--- src/rtl/multicycle_seq.sv ---
`default_nettype none
// ============================================================================
//  Module      : multicycle_seq
//  Description : Multicycle control sequencer for the MIPS-subset datapath.
//                It adds configurable memory wait states, a start/done
//                handshake with timeout for the mult/div unit, and precise
//                exceptions that write EPC.
//  Revision    : 1.0  initial release
// ============================================================================
module multicycle_seq #(
    parameter int MEM_LAT      = 2,
    parameter int UNIT_TIMEOUT = 40,
    parameter int CNT_W        = 8
) (
    input  logic       clk,
    input  logic       reset_in,
    input  logic [5:0] opcode,
    input  logic [5:0] funct,
    input  logic       ovf_in,
    input  logic       div_zero_in,
    input  logic       unit_done,
    output logic       reset_out,
    output logic       pc_w,
    output logic       ir_w,
    output logic       epc_w,
    output logic       mem_rd,
    output logic       mem_w,
    output logic       a_b_w,
    output logic       alu_out_w,
    output logic       rb_w,
    output logic       hi_lo_w,
    output logic [1:0] mux_pc,
    output logic       unit_start,
    output logic       unit_sel,
    output logic [1:0] exc_cause,
    output logic [2:0] state_o
);

    localparam logic [CNT_W-1:0] LAT_M1     = CNT_W'(MEM_LAT - 1);
    localparam logic [CNT_W-1:0] TIMEOUT_M1 = CNT_W'(UNIT_TIMEOUT - 1);
    localparam logic [CNT_W-1:0] CNT_ONE    = CNT_W'(1);

    localparam logic [1:0] PC_ALU  = 2'b00;
    localparam logic [1:0] PC_JUMP = 2'b01;
    localparam logic [1:0] PC_REGA = 2'b10;
    localparam logic [1:0] PC_EXC  = 2'b11;

    localparam logic [1:0] CAUSE_ILL  = 2'b00;
    localparam logic [1:0] CAUSE_OVF  = 2'b01;
    localparam logic [1:0] CAUSE_DIVZ = 2'b10;
    localparam logic [1:0] CAUSE_TO   = 2'b11;

    // Low three bits double as the debug code. MEMACC shares the memory-wait
    // code with IFWAIT and HILO shares the register-write code with WB, so
    // RESET, FETCH and EXC stay uniquely visible on the 3-bit debug port.
    typedef enum logic [3:0] {
        S_RESET     = 4'd0,
        S_FETCH     = 4'd1,
        S_IFWAIT    = 4'd2,
        S_DECODE    = 4'd3,
        S_EXEC      = 4'd4,
        S_WB        = 4'd5,
        S_UNIT_WAIT = 4'd6,
        S_EXC       = 4'd7,
        S_MEMACC    = 4'd10,
        S_HILO      = 4'd13
    } state_t;

    typedef enum logic [2:0] {
        CL_ALU   = 3'd0,
        CL_LOAD  = 3'd1,
        CL_STORE = 3'd2,
        CL_J     = 3'd3,
        CL_JAL   = 3'd4,
        CL_JR    = 3'd5,
        CL_UNIT  = 3'd6,
        CL_ILL   = 3'd7
    } cls_t;

    state_t           state;
    cls_t             cls;
    logic             ovf_chk;
    logic [CNT_W-1:0] cnt;

    cls_t             dec_cls;
    logic             dec_ovf;

    // Instruction class decode from the IR fields (consumed in DECODE)
    always_comb begin
        dec_cls = CL_ILL;
        dec_ovf = 1'b0;
        case (opcode)
            6'h00: begin
                case (funct)
                    6'h20, 6'h22: begin
                        dec_cls = CL_ALU;
                        dec_ovf = 1'b1;
                    end
                    6'h24, 6'h2A, 6'h00, 6'h02, 6'h03,
                    6'h04, 6'h07, 6'h10, 6'h12: dec_cls = CL_ALU;
                    6'h08:                      dec_cls = CL_JR;
                    6'h18, 6'h1A:               dec_cls = CL_UNIT;
                    default:                    dec_cls = CL_ILL;
                endcase
            end
            6'h08: begin
                dec_cls = CL_ALU;
                dec_ovf = 1'b1;
            end
            6'h09, 6'h0A, 6'h0F: dec_cls = CL_ALU;
            6'h23, 6'h21, 6'h20: dec_cls = CL_LOAD;
            6'h2B, 6'h29, 6'h28: dec_cls = CL_STORE;
            6'h02:               dec_cls = CL_J;
            6'h03:               dec_cls = CL_JAL;
            default:             dec_cls = CL_ILL;
        endcase
    end

    // Sequencer state, shared wait/timeout counter and latched instruction info
    always_ff @(posedge clk or negedge reset_in) begin
        if (!reset_in) begin
            state     <= S_RESET;
            cnt       <= '0;
            exc_cause <= CAUSE_ILL;
            cls       <= CL_ALU;
            ovf_chk   <= 1'b0;
            unit_sel  <= 1'b0;
        end else begin
            case (state)
                S_RESET: state <= S_FETCH;

                S_FETCH: begin
                    cnt   <= LAT_M1;
                    state <= S_IFWAIT;
                end

                S_IFWAIT: begin
                    if (cnt == '0) begin
                        state <= S_DECODE;
                    end else begin
                        cnt <= cnt - CNT_ONE;
                    end
                end

                S_DECODE: begin
                    cls     <= dec_cls;
                    ovf_chk <= dec_ovf;
                    cnt     <= '0;
                    case (dec_cls)
                        CL_UNIT: begin
                            unit_sel <= (funct == 6'h1A);
                            state    <= S_UNIT_WAIT;
                        end
                        CL_ILL: begin
                            exc_cause <= CAUSE_ILL;
                            state     <= S_EXC;
                        end
                        default: state <= S_EXEC;
                    endcase
                end

                S_EXEC: begin
                    case (cls)
                        CL_ALU: begin
                            if (ovf_in && ovf_chk) begin
                                exc_cause <= CAUSE_OVF;
                                state     <= S_EXC;
                            end else begin
                                state <= S_WB;
                            end
                        end
                        CL_LOAD, CL_STORE: begin
                            cnt   <= LAT_M1;
                            state <= S_MEMACC;
                        end
                        default: state <= S_FETCH;
                    endcase
                end

                S_MEMACC: begin
                    if (cnt == '0) begin
                        state <= (cls == CL_LOAD) ? S_WB : S_FETCH;
                    end else begin
                        cnt <= cnt - CNT_ONE;
                    end
                end

                S_WB: state <= S_FETCH;

                S_UNIT_WAIT: begin
                    // Divide-by-zero is only sampled in the start cycle; a
                    // done pulse beats a timeout that lands in the same cycle.
                    if ((cnt == '0) && unit_sel && div_zero_in) begin
                        exc_cause <= CAUSE_DIVZ;
                        state     <= S_EXC;
                    end else if (unit_done) begin
                        state <= S_HILO;
                    end else if (cnt == TIMEOUT_M1) begin
                        exc_cause <= CAUSE_TO;
                        state     <= S_EXC;
                    end else begin
                        cnt <= cnt + CNT_ONE;
                    end
                end

                S_HILO: state <= S_FETCH;

                S_EXC: state <= S_FETCH;

                default: state <= S_RESET;
            endcase
        end
    end

    // Moore strobe decode from the registered state and counter
    always_comb begin
        reset_out  = 1'b0;
        pc_w       = 1'b0;
        ir_w       = 1'b0;
        epc_w      = 1'b0;
        mem_rd     = 1'b0;
        mem_w      = 1'b0;
        a_b_w      = 1'b0;
        alu_out_w  = 1'b0;
        rb_w       = 1'b0;
        hi_lo_w    = 1'b0;
        mux_pc     = PC_ALU;
        unit_start = 1'b0;
        state_o    = 3'd0;
        case (state)
            S_RESET: begin
                reset_out = 1'b1;
                state_o   = 3'd0;
            end
            S_FETCH: begin
                mem_rd  = 1'b1;
                state_o = 3'd1;
            end
            S_IFWAIT: begin
                mem_rd  = 1'b1;
                state_o = 3'd2;
                if (cnt == '0) begin
                    ir_w = 1'b1;
                    pc_w = 1'b1;
                end
            end
            S_DECODE: begin
                a_b_w   = 1'b1;
                state_o = 3'd3;
            end
            S_EXEC: begin
                state_o = 3'd4;
                case (cls)
                    CL_ALU, CL_LOAD, CL_STORE: alu_out_w = 1'b1;
                    CL_J: begin
                        pc_w   = 1'b1;
                        mux_pc = PC_JUMP;
                    end
                    CL_JAL: begin
                        pc_w   = 1'b1;
                        rb_w   = 1'b1;
                        mux_pc = PC_JUMP;
                    end
                    CL_JR: begin
                        pc_w   = 1'b1;
                        mux_pc = PC_REGA;
                    end
                    default: alu_out_w = 1'b0;
                endcase
            end
            S_MEMACC: begin
                state_o = 3'd2;
                mem_rd  = (cls == CL_LOAD);
                mem_w   = (cls == CL_STORE);
            end
            S_WB: begin
                rb_w    = 1'b1;
                state_o = 3'd5;
            end
            S_UNIT_WAIT: begin
                state_o    = 3'd6;
                unit_start = (cnt == '0);
            end
            S_HILO: begin
                hi_lo_w = 1'b1;
                state_o = 3'd5;
            end
            S_EXC: begin
                epc_w   = 1'b1;
                pc_w    = 1'b1;
                mux_pc  = PC_EXC;
                state_o = 3'd7;
            end
            default: reset_out = 1'b1;
        endcase
    end

endmodule
`default_nettype wire

--- config.mk ---
export PLATFORM = sky130hd
export DESIGN_NAME = multicycle_seq
export DESIGN_NICKNAME = d
export VERILOG_FILES = /design/src/rtl/multicycle_seq.sv
export SDC_FILE = /design/constraint.sdc
export NUM_CORES = 1
export LEC_CHECK = 0
export ABC_AREA = 1
export ABC_CLOCK_PERIOD_IN_PS = 2300
export CORE_MARGIN = 8
export CORE_UTILIZATION = 40
export DETAILED_ROUTE_END_ITERATION = 6
export DONT_BUFFER_PORTS = 1
export GPL_ROUTABILITY_DRIVEN = 0
export PLACE_DENSITY = 0.54
export SYNTH_ARGS = -nofsm -noshare
export SYNTH_HDL_FRONTEND = slang
export SYNTH_SLANG_ARGS = --single-unit
--- constraint.sdc ---
create_clock -name clk -period 2.3 [get_ports clk]
set_input_delay 0.23 -clock clk [delete_from_list [all_inputs] [get_ports clk]]
set_output_delay 0.23 -clock clk [all_outputs]
set_load 0.05 [all_outputs]
### A small window of the routed layout

Window x 8 to 33, y 49 to 74 um. Cells in grey, sequential cells in the stronger grey; small squares are vias.
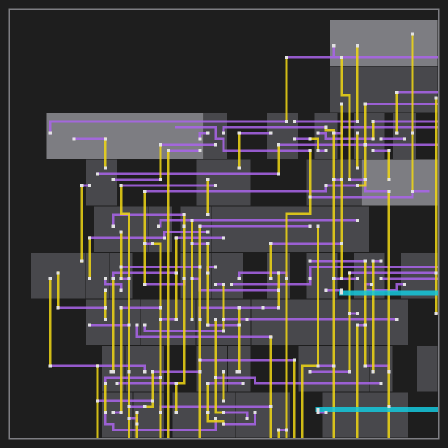
purple -> metal 1
yellow -> metal 2
cyan -> metal 3
netlist names of flops here include = cnt (2)
cells with their middle in the window = 38
sequential cells in the window = 2
most frequent = nand2_1 (7), o21ai_1 (5)

### Routing congestion map

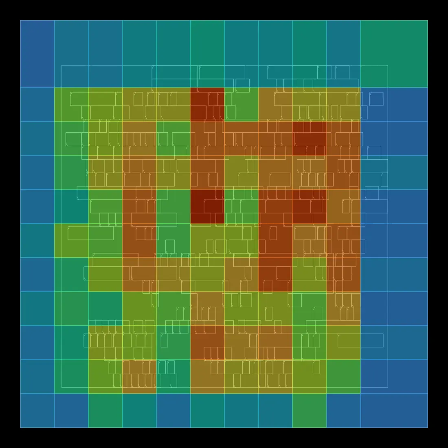
Routed wire per std cell: 14.2 um
GR met1 Demand/Resource: 0.181

==> results.txt <==
The implementation run finished. The run reported a max-capacitance violation count of 0. Looking at the clock tree report, the H-tree level count equals 1. By instance count after routing, the leading logic cell types are nand2_1 (58), nor2_1 (36), inv_1 (35), nand3_1 (23), dfrtp_1 (18).

The flow ran to the end, and the final reports show no timing, DRC or antenna violations. The finished layout reports a core utilization of 0.502. Aggregate negative setup slack landed at 0 ns. Placement-stage cell area landed at 2010 um^2.

Slack of the worst reg-to-reg path landed at 0.13 ns. Worst hold slack landed at 0.0637 ns. At the end of the flow, the number of nets in the layout was 319. Yosys reports a chip area of 1770 um^2. Post-synth net total landed at 295. Hold analysis lists the worst path endpoint as ovf_chk. Per the timing report, the most critical flop-to-flop path originates at state[2]. Sum of internal, switching and leakage power landed at 636 uW. The worst VDD IR drop from the latest analysis is 193 uV. Final routed DRC violation total landed at 0. Across all checked pins, the minimum headroom to the slew limit is 0.359.

Pin count of the biggest net entering global routing landed at 20. Across every metal layer, demand over resource in global routing totals 0.145. Yosys warning count landed at 0.

TritonCTS built the clock tree. 36 I/O pins were placed. Number of distinct library cells after synthesis landed at 32.

Listed in order, past its start point the critical path passes inv_2 > nor2_4 > inv_4 > nor2_8 > clkinvlp_4 > buf_6 > ha_4 > inv_1 > nor3_2 > a21oi_1 > xor2_1 > o21ai_1. Total via count after detailed routing landed at 1800. The die is 82.6 um wide.

Timing would allow up to 0.461 GHz. The synthesized netlist occupies a cell area of 1770 um^2. Initial cell density of the core landed at 0.410. After detailed routing, the total wire length is 4900 um.

Die height landed at 82.6 um. The worst register-to-register path ends at cnt[7]. Clock latency on the worst-skew pair, taken at its later pin, is 0.26 ns.

The worst setup path is captured at a flop. Cell count after synthesis landed at 271. The analysis attributes to cell leakage a power of 1.01 nW. Slew of the pin with the lowest slew margin landed at 0.959 ns. During placement, the flow inserted port buffers numbering 0. Cell count after placement landed at 340.

The number of global-route vias before repair came to 1671. On the reported timing paths, the clock transition at the registers reads 0.08 ns. The number of cells on the worst hold path is listed as 1.

The worst register-to-register path has a depth of 12. Tally of nets with antenna violations remaining after routing landed at 0. The critical path maximum fanout is 7. Number of storage elements in the synthesis netlist landed at 19.

The end-of-flow timing check tallies setup violations at 0. After legalization and detailed placement, the total HPWL measured 3970 um. Via count normalized by instance count landed at 5.20. For the completed layout, the total cell area is recorded as 2170 um^2.

In the finished design, the share of the clock period the worst path needs comes to 0.942. The first global-routing pass estimated 7870 um of wire. Power density of the placed cells landed at 293 nW/um^2. Fraction of layout cells with a size suffix above 1 landed at 0.221.

Post-layout worst setup margin landed at 0.133 ns. The most critical min-delay path falls under in2reg. The largest individual stage delay along the critical path comes from the cell dfrtp_1. STA classifies the critical path startpoint as a flop. The chip occupies 6820 um^2. The floorplan step defined a core boundary enclosing 4320 um^2. Endpoints failing hold in the final report were tallied at 0. Number of buffers created by CTS landed at 3. At the worst endpoint, the arrival time is 2.36 ns. Count of pins over their slew limit landed at 0. Per the post-synthesis stats, the area per cell is 6.55 um^2. Final worst clock skew landed at 0.00229 ns.

Number of clock sinks seen by CTS landed at 19. Counting along the longest clock path gives a buffer depth of 2. Timing analysis after detailed placement gives a worst setup slack of 0.114 ns.

The synth_stat.txt file lists the number of cells as 271. Per the run report, area growth between synthesis and finish was 22.4%. The worst path needs 2.17 ns of the cycle, external delays included.

The first TritonRoute pass finished after 4 iterations. Per the log, the first TritonRoute iteration ended with a DRC count of 123. The initial antenna violation count was 0. Warnings raised by the tools during the run amount to 26. Total grt overflow landed at 0. CTS placed an instance of clkbuf_8 at the clock tree root.

The report lists the number of standard-cell rows as 24. Required time reported for the critical path endpoint landed at 2.49 ns. Leaving out filler cells and counting taps, the final layout contains 346.

Maximum single-stage delay on the critical path landed at 0.41 ns. The worst setup path is of the reg2reg kind. The number of antenna diodes in the final layout is 0.

Fraction of the yosys area taken by sequential cells landed at 0.268. By instance count after routing, the leading logic cell type is nand2_1. STA lists the startpoint of the worst hold path as opcode[2].
### Cells coloured by class

Drawn at 4 px/um.
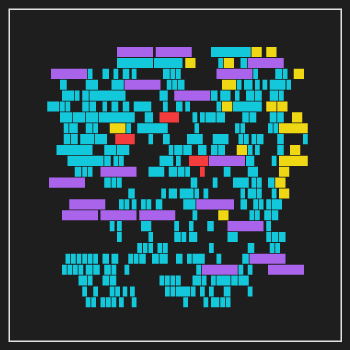
red -> clock drivers and dummy loads  # cells 4
purple -> sequential cells  # cells 19
yellow -> remaining buffers and delay cells  # cells 19
cyan -> combinational and other logic  # cells 252

[per-layer routing]
layer	vias to the layer above	share of wire	GRT usage	routed length (um)
li1	925	-	-	-
met1	833	0.44	0.181	2180
met2	37	0.50	0.254	2450
met3	5	0.051	0.0325	251
met4	0	0.0037	0.0207	18
met5	-	0	0	0
[worst max-delay path by stage]
stage	slack, ns	startpoint	to	depth (start not counted)
3_3_place_gp	0.15	state[1]	cnt[6]	12
5_1_grt	-0.009	state[2]	cnt[5]	12
3_5_place_dp	0.11	state[1]	cnt[6]	13
4_1_cts	0.10	state[1]	cnt[6]	12
6_report	0.13	state[2]	cnt[7]	12
2_1_floorplan	0.11	state[1]	mem_rd	6
[registers in the layout, indices dropped and copies added (netlist names)]
signal     flops
cls            3
ovf_chk        1
exc_cause      2
cnt            8
state          4
unit_sel       1
[logic make-up (layout without fill, tap and decap cells)]
logic type               count (synthesis)  in the layout  synth area share
flip-flops                              19             19             0.268
XOR/XNOR                                 7              7            0.0346
AND/OR/NAND/NOR                        149            149             0.409
adder cells (fa/ha/maj)                  7              7            0.0536
AND-OR/OR-AND                           44             44             0.138
buffers and inverters                   45             68            0.0966
[power by group]
group	internal [mW]	leakage (nW)	switching [mW]
clock network	0.123	0.0228	0.118
logic	0.0172	0.783	0.0362
registers	0.335	0.208	0.00668
[cells in the mapped netlist, drive strengths merged]
master,instances,area [um^2]
a2111oi,1,8.76
a21oi,11,55.1
dfrtp,19,475
fa,1,20.0
ha,6,75.1
inv,45,171
nand2,65,259
nand3,26,145
nand3b,2,18.8
nand4,3,18.8
nor2,46,226
nor3,5,30.0
nor4,2,27.5
o2111ai,1,8.76
o211ai,3,22.5
o21ai,24,120
o21bai,2,15.0
o22ai,1,6.26
o41ai,1,8.76
xnor2,2,17.5
xor2,5,43.8
[critical path: cells and delay by family, from the launching register on]
| family | cells | cell delay [ns] |
|---|---|---|
| compound gates | 2 | 0.22 |
| xor+xnor | 1 | 0.17 |
| fa+ha+maj | 1 | 0.27 |
| buf+inv | 5 | 0.62 |
| flops | 1 | 0.41 |
| simple gates | 3 | 0.42 |
[what timing repair did]
action                                  4_1_cts  5_1_grt
endpoints found under the hold margin        19        0
hold buffers                                  1        0
resized                                       0       17
buffers inserted                              0        1
endpoints found under the setup margin        0        3
[area by class of cell]
type,count,area (um^2)
Tap cell,52,65.1
Timing Repair Buffer,19,174
Inverter,45,178
Multi-Input combinational cell,207,1230
Sequential cell,19,477
Clock buffer,4,45.0
Fill cell,465,2150
No activity file was given, so power comes from the tool's default toggle rates.
